**src/rtl/event_handshake_tx.sv**
```systemverilog
// event_handshake_tx: turns A event pulses into a four-phase REQ/ACK handshake, queuing events that arrive mid-handshake
module event_handshake_tx #(
  parameter int DEPTH    = 2,
  parameter int CNT_W    = 4,
  parameter int MIN_HOLD = 1
) (
  input  logic             CK,
  input  logic             R,
  input  logic             A,
  input  logic             ACK,
  output logic             REQ,
  output logic             BUSY,
  output logic [CNT_W-1:0] PEND,
  output logic             OVF
);
  localparam int HW = $clog2(MIN_HOLD) + 1;
  localparam logic [HW-1:0] HOLD_MAX = HW'(MIN_HOLD - 1);
  typedef enum logic [1:0] {IDLE, REQ_HI, REQ_LO} state_t;
  state_t state_q, state_d;
  logic [DEPTH-1:0] sync_q, sync_d;
  logic [HW-1:0] hold_q, hold_d;
  logic [CNT_W-1:0] pend_q, pend_d;
  logic req_q, req_d, busy_q, busy_d, ovf_q, ovf_d;
  logic ack_s, go, hold_ok, launch;
  assign ack_s   = sync_q[DEPTH-1];
  assign go      = (pend_q != '0) | A;
  assign hold_ok = hold_q >= HOLD_MAX;
  assign REQ     = req_q;
  assign BUSY    = busy_q;
  assign PEND    = pend_q;
  assign OVF     = ovf_q;
  // ACK is only ever seen through this shift register
  always_comb sync_d = {sync_q[DEPTH-2:0], ACK};
  // handshake sequencing: each phase waits for the synchronised ACK and the minimum hold
  always_comb begin
    state_d = state_q;
    case (state_q)
      IDLE:    state_d = go ? REQ_HI : IDLE;
      REQ_HI:  state_d = (ack_s && hold_ok) ? REQ_LO : REQ_HI;
      REQ_LO:  state_d = (!ack_s && hold_ok) ? (go ? REQ_HI : IDLE) : REQ_LO;
      default: state_d = IDLE;
    endcase
  end
  // hold timer, pending queue and registered outputs; a launch with an empty queue consumes A directly
  always_comb begin
    launch = (state_d == REQ_HI) && (state_q != REQ_HI);
    hold_d = (state_d != state_q) ? '0 : hold_ok ? hold_q : hold_q + 1'b1;
    ovf_d  = A && (&pend_q) && !launch;
    pend_d = ovf_d ? pend_q : pend_q + CNT_W'(A) - CNT_W'(launch);
    req_d  = state_d == REQ_HI;
    busy_d = state_d != IDLE;
  end
  // state registers; reset discards any queued or in-flight events
  always_ff @(posedge CK) begin
    if (R) begin
      state_q <= IDLE;
      sync_q  <= '0;
      hold_q  <= '0;
      pend_q  <= '0;
      req_q   <= 1'b0;
      busy_q  <= 1'b0;
      ovf_q   <= 1'b0;
    end else begin
      state_q <= state_d;
      sync_q  <= sync_d;
      hold_q  <= hold_d;
      pend_q  <= pend_d;
      req_q   <= req_d;
      busy_q  <= busy_d;
      ovf_q   <= ovf_d;
    end
  end
endmodule
```
**config.mk**
```make
export PLATFORM = sky130hd
export DESIGN_NAME = event_handshake_tx
export DESIGN_NICKNAME = d
export VERILOG_FILES = /design/src/rtl/event_handshake_tx.sv
export SDC_FILE = /design/constraint.sdc
export NUM_CORES = 1
export LEC_CHECK = 0
export ABC_AREA = 1
export CAP_MARGIN = 5
export CELL_PAD_IN_SITES_DETAIL_PLACEMENT = 1
export CELL_PAD_IN_SITES_GLOBAL_PLACEMENT = 2
export CORE_UTILIZATION = 27
export DETAILED_ROUTE_END_ITERATION = 7
export PLACE_DENSITY = 0.78
export SLEW_MARGIN = 20
export SYNTH_ARGS = -nofsm -noshare
export SYNTH_HDL_FRONTEND = slang
export SYNTH_SLANG_ARGS = --single-unit
```
**constraint.sdc**
```tcl
create_clock -name CK -period 2.8 [get_ports CK]
set_input_delay 0.7 -clock CK [delete_from_list [all_inputs] [get_ports CK]]
set_output_delay 0.7 -clock CK [all_outputs]
set_load 0.01 [all_outputs]
```
==> qor.rpt, run 1 <==
======================================================================================
CTS Hold Bufs ...........................................................            0
Total negative slack for setup checks ...................................         0 ps
Static leakage ..........................................................     0.365 nW
Number of distinct standard cells referenced by the synthesized netlist .           17
Total power density per cell area .......................................   920 nW/um2
Final Net Count .........................................................           99
Cells along the critical path ........................................... clkdlybuf4s50_1, nor2_4, nand3_2, nand2_2, inv_1, ha_1, inv_1, ha_1, inv_1, fa_1, xnor2_1, nand3_1, nand2_1
Met2 wire length ........................................................       612 um
Setup repair after global routing missed its margin .....................           no
Die height ..............................................................      47.7 um
Setup Viol. Count Final .................................................            0
Master of the slowest instance on the critical path ..................... clkdlybuf4s50_1
Number of max-slew violations in the final report .......................            0
CTS root buf ............................................................     clkbuf_4
Largest driver fanout on the critical path ..............................            2
Top-count cell post-synth ...............................................        inv_1
Max-capacitance violation count .........................................            0
Slack of the critical path ..............................................       338 ps
Number of nets at floorplan .............................................           80
Reg2Reg Launch Point .................................................... PEND[2]$_SDFFE_PP0N_
Clk sink count ..........................................................           11
Flops out of synthesis ..................................................           11
Dominant combinational cell family by area after synthesis .............. simple AND/OR/NAND/NOR gates
Sequential share of power ...............................................        0.325
Clock-pin slew on the worst setup and hold paths ........................        80 ps
Cell count after synthesis ..............................................           69
Initial DRC count .......................................................            8
Worst relative slew slack ...............................................        0.787
Outcome ................................................................. finished, final reports clean
======================================================================================
-- run 1: placed cells by master (no fill, tap or decap), drive strengths merged --
master / Yosys / routed
nand4: 1 / 1
dfxtp: 11 / 11
a21oi: 6 / 6
nand2: 8 / 8
nor2: 12 / 12
o21ai: 1 / 1
nand3b: 1 / 1
ha: 6 / 6
nand3: 5 / 5
xnor2: 1 / 1
fa: 1 / 1
inv: 16 / 16
clkbuf: 0 / 4
clkdlybuf4s50: 0 / 10
buf: 0 / 4
-- run 1: state kept, by name (all words and copies together), names as in the netlist --
signal	count
PEND	4
state_q	2
sync_q	2
BUSY	1
OVF	1
REQ	1
-- run 1: through the flow --
stage,utilization,std cells
6_report,0.384,114
5_1_grt,0.384,114
4_1_cts,0.384,114
3_5_place_dp,0.371,110
3_3_place_gp,0.371,110
2_1_floorplan,-,69
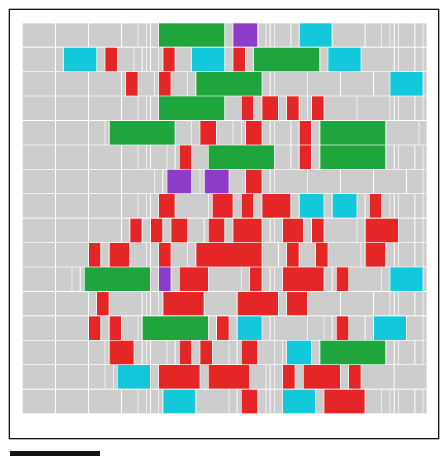
Run 1: placement by cell class
Bar = 10 um. Fill, decap, tap and diode cells in grey.
cyan -> other buffers and delay cells  # cells 14, share of their area 18%
green -> flip-flops  # cells 11, share of their area 31%
purple -> clock drivers and dummy loads  # cells 4, share of their area 3.7%
red -> all other logic  # cells 58, share of their area 48%
area of the core region: 1960 um2
row cnt: 16
Design Area, Final: 753 um2

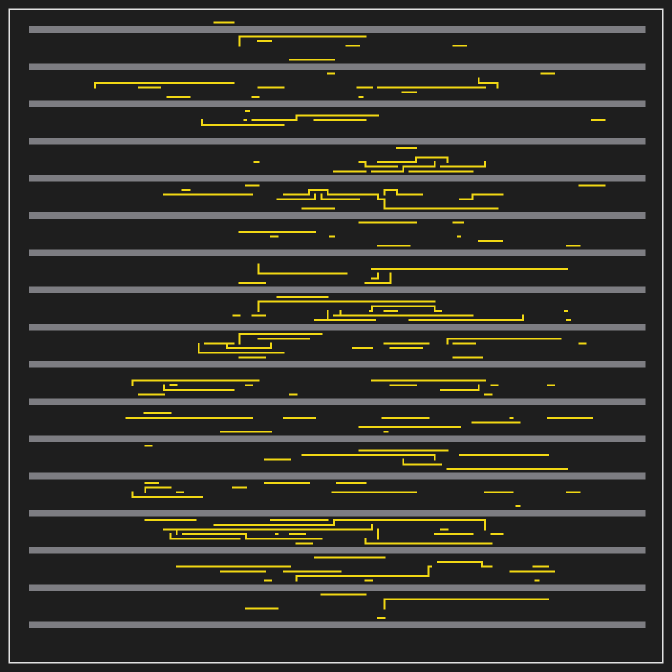
Run 1: M1 wires
Supply wires on this layer in grey.
main direction = horizontal
share of all routed wire = 46%
nets with wire on the layer = 90
wire length on this layer = 539 um
longest straight run = 15.2 um

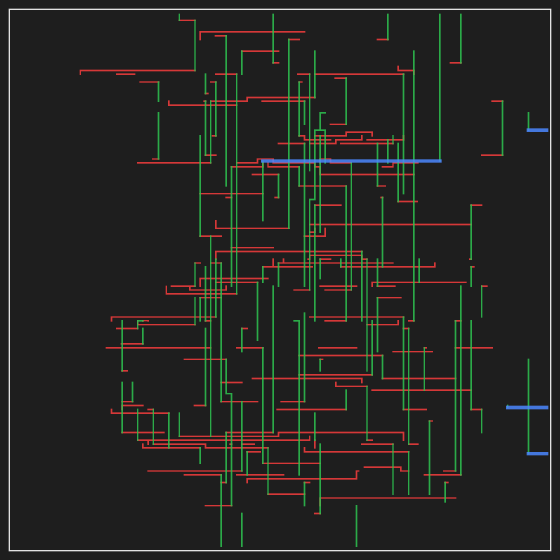
Run 1: metal layers overlaid
red -> met1  # wire length 539 um
blue -> met3  # wire length 22.3 um
green -> met2  # wire length 612 um
routed via count: 480
post-detailed-routing wire length: 1170 um

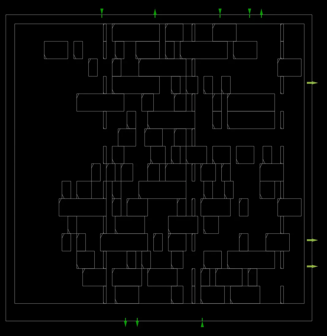
Run 1: placed standard cells
register share of the cell area: 0.292
non-filler cells in the finished layout: 114
Seq cells: 11

==> run 1 -> run 2 <==
--- a/config.mk
+++ b/config.mk
@@ -9,8 +9,10 @@
 export CAP_MARGIN = 5
 export CELL_PAD_IN_SITES_DETAIL_PLACEMENT = 1
 export CELL_PAD_IN_SITES_GLOBAL_PLACEMENT = 2
+export CORE_MARGIN = 1
 export CORE_UTILIZATION = 27
 export DETAILED_ROUTE_END_ITERATION = 7
+export HOLD_SLACK_MARGIN = 0.03
 export PLACE_DENSITY = 0.78
 export SLEW_MARGIN = 20
 export SYNTH_ARGS = -nofsm -noshare
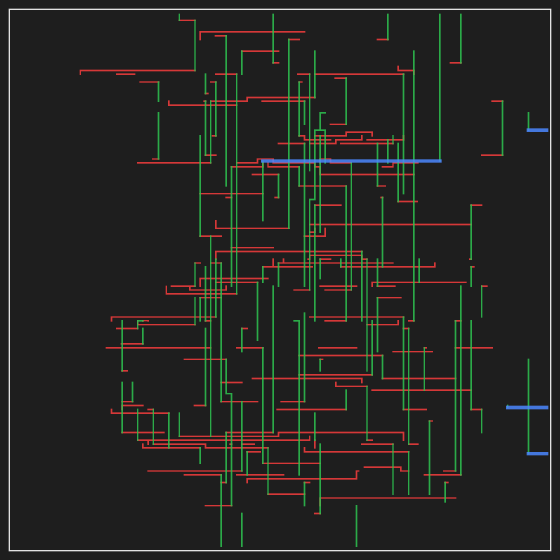
Run 2: metal layers overlaid
blue -> met3  # wire length 22.3 um
red -> met1  # wire length 539 um
green -> met2  # wire length 612 um
wire length per cell after detailed routing: 10.3 um
global-route usage over all layers: 0.124

==> run 2 against run 1 <==
  * Critical path depth did not move
  * Area after synthesis did not move
  * Global-route usage is the same
  * Clock-buffer cell count is the same
  * Sequential share of layout area unchanged
  * Clock skew unchanged
  * Sequential power hardly changed
  * Worst setup slack did not move
  * Critical endpoint unchanged
==> qor.rpt, run 2 <==
======================================================================================
Number of buffers and inverters on the critical path ....................            4   unchanged
Largest driver fanout on the critical path ..............................            2   unchanged
Non-filler cells in the finished layout .................................          114   unchanged
CTS Hold Bufs ...........................................................            0   unchanged
Share of synthesized cell area in and, or, nand and nor gates ...........        0.242   unchanged
Final design utilization ................................................        0.384   unchanged
CTS root buf ............................................................     clkbuf_4   unchanged
Number of flip-flops in the largest register ............................            4   unchanged
Cell count after synthesis ..............................................           69   unchanged
Static leakage ..........................................................     0.365 nW   unchanged
Area of the core region .................................................     1960 um2   unchanged
Master of the slowest instance on the critical path ..................... clkdlybuf4s50_1   unchanged
Leading cell type in the layout, fill and taps excluded .................        inv_1   unchanged
Setup Viol. Count Final .................................................            0   unchanged
Total instance count after detailed placement ...........................          110   unchanged
Slack of the critical path ..............................................       338 ps   unchanged
Total power density per cell area .......................................   920 nW/um2   unchanged
Cells along the critical path ........................................... clkdlybuf4s50_1, nor2_4, nand3_2, nand2_2, inv_1, ha_1, inv_1, ha_1, inv_1, fa_1, xnor2_1, nand3_1, nand2_1   unchanged
Flops out of synthesis ..................................................           11   unchanged
Row cnt .................................................................           16   unchanged
Top-count cell post-synth ...............................................        inv_1   unchanged
Total negative slack for setup checks ...................................         0 ps   unchanged
Final Net Count .........................................................           99   unchanged
Reg2Reg Launch Point .................................................... PEND[2]$_SDFFE_PP0N_   unchanged
Count of unresolved DRC violations after routing ........................            0   unchanged
Number of enable-type register cells in the synthesized netlist .........            0   unchanged
Source of the critical timing path ......................................            A   unchanged
Initial DRC count .......................................................            8   unchanged
Number of nets at floorplan .............................................           80   unchanged
Total power .............................................................     0.693 mW   unchanged
Period Utilization, post-route ..........................................        0.879   unchanged
Number of distinct standard cells referenced by the synthesized netlist .           17   unchanged
Max-capacitance violation count .........................................            0   unchanged
Clk sink count ..........................................................           11   unchanged
Top cells excl fill/tap ................................................. inv_1, dfxtp_1, clkdlybuf4s50_1   unchanged
Worst relative slew slack ...............................................        0.787   unchanged
Post-detailed-routing wire length .......................................      1170 um   unchanged
Number of levels the H-tree was split into ..............................            1   unchanged
Fraction of layout instances using a drive strength above 1 .............        0.172   unchanged
Number of max-slew violations in the final report .......................            0   unchanged
Outcome ................................................................. finished, final reports clean   unchanged
Dominant combinational cell family by area after synthesis .............. simple AND/OR/NAND/NOR gates   unchanged
Largest vdd supply drop .................................................     0.307 mV   unchanged
Clock-pin slew on the worst setup and hold paths ........................        80 ps   about the same
Die height ..............................................................      47.7 um   unchanged
Design Area, Final ......................................................      753 um2   unchanged
Sequential share of power ...............................................        0.325   about the same
======================================================================================
run 2: worst min-delay path: cells and delay by family (launching register included):
family        cells  cell delay (ps)
buf+inv           1               40
simple gates      1               30
flops             1              300
run 2: final cells by class:
class	instances	area (um2)
Tap cell	27	33.8
Clock buffer	4	26.3
Sequential cell	11	220
Fill cell	266	1210
Multi-Input combinational cell	42	283
Inverter	16	60.1
Timing Repair Buffer	14	130
run 2: metal layers:
| layer | up-vias | global-route usage | share of wire |
|---|---|---|---|
| li1 | 248 | - | - |
| met1 | 227 | 0.161 | 0.46 |
| met2 | 5 | 0.203 | 0.52 |
| met3 | 0 | 0.0340 | 0.019 |
| met4 | 0 | 0.0333 | 0 |
| met5 | - | 0 | 0 |
Power and IR drop assume default switching activity.
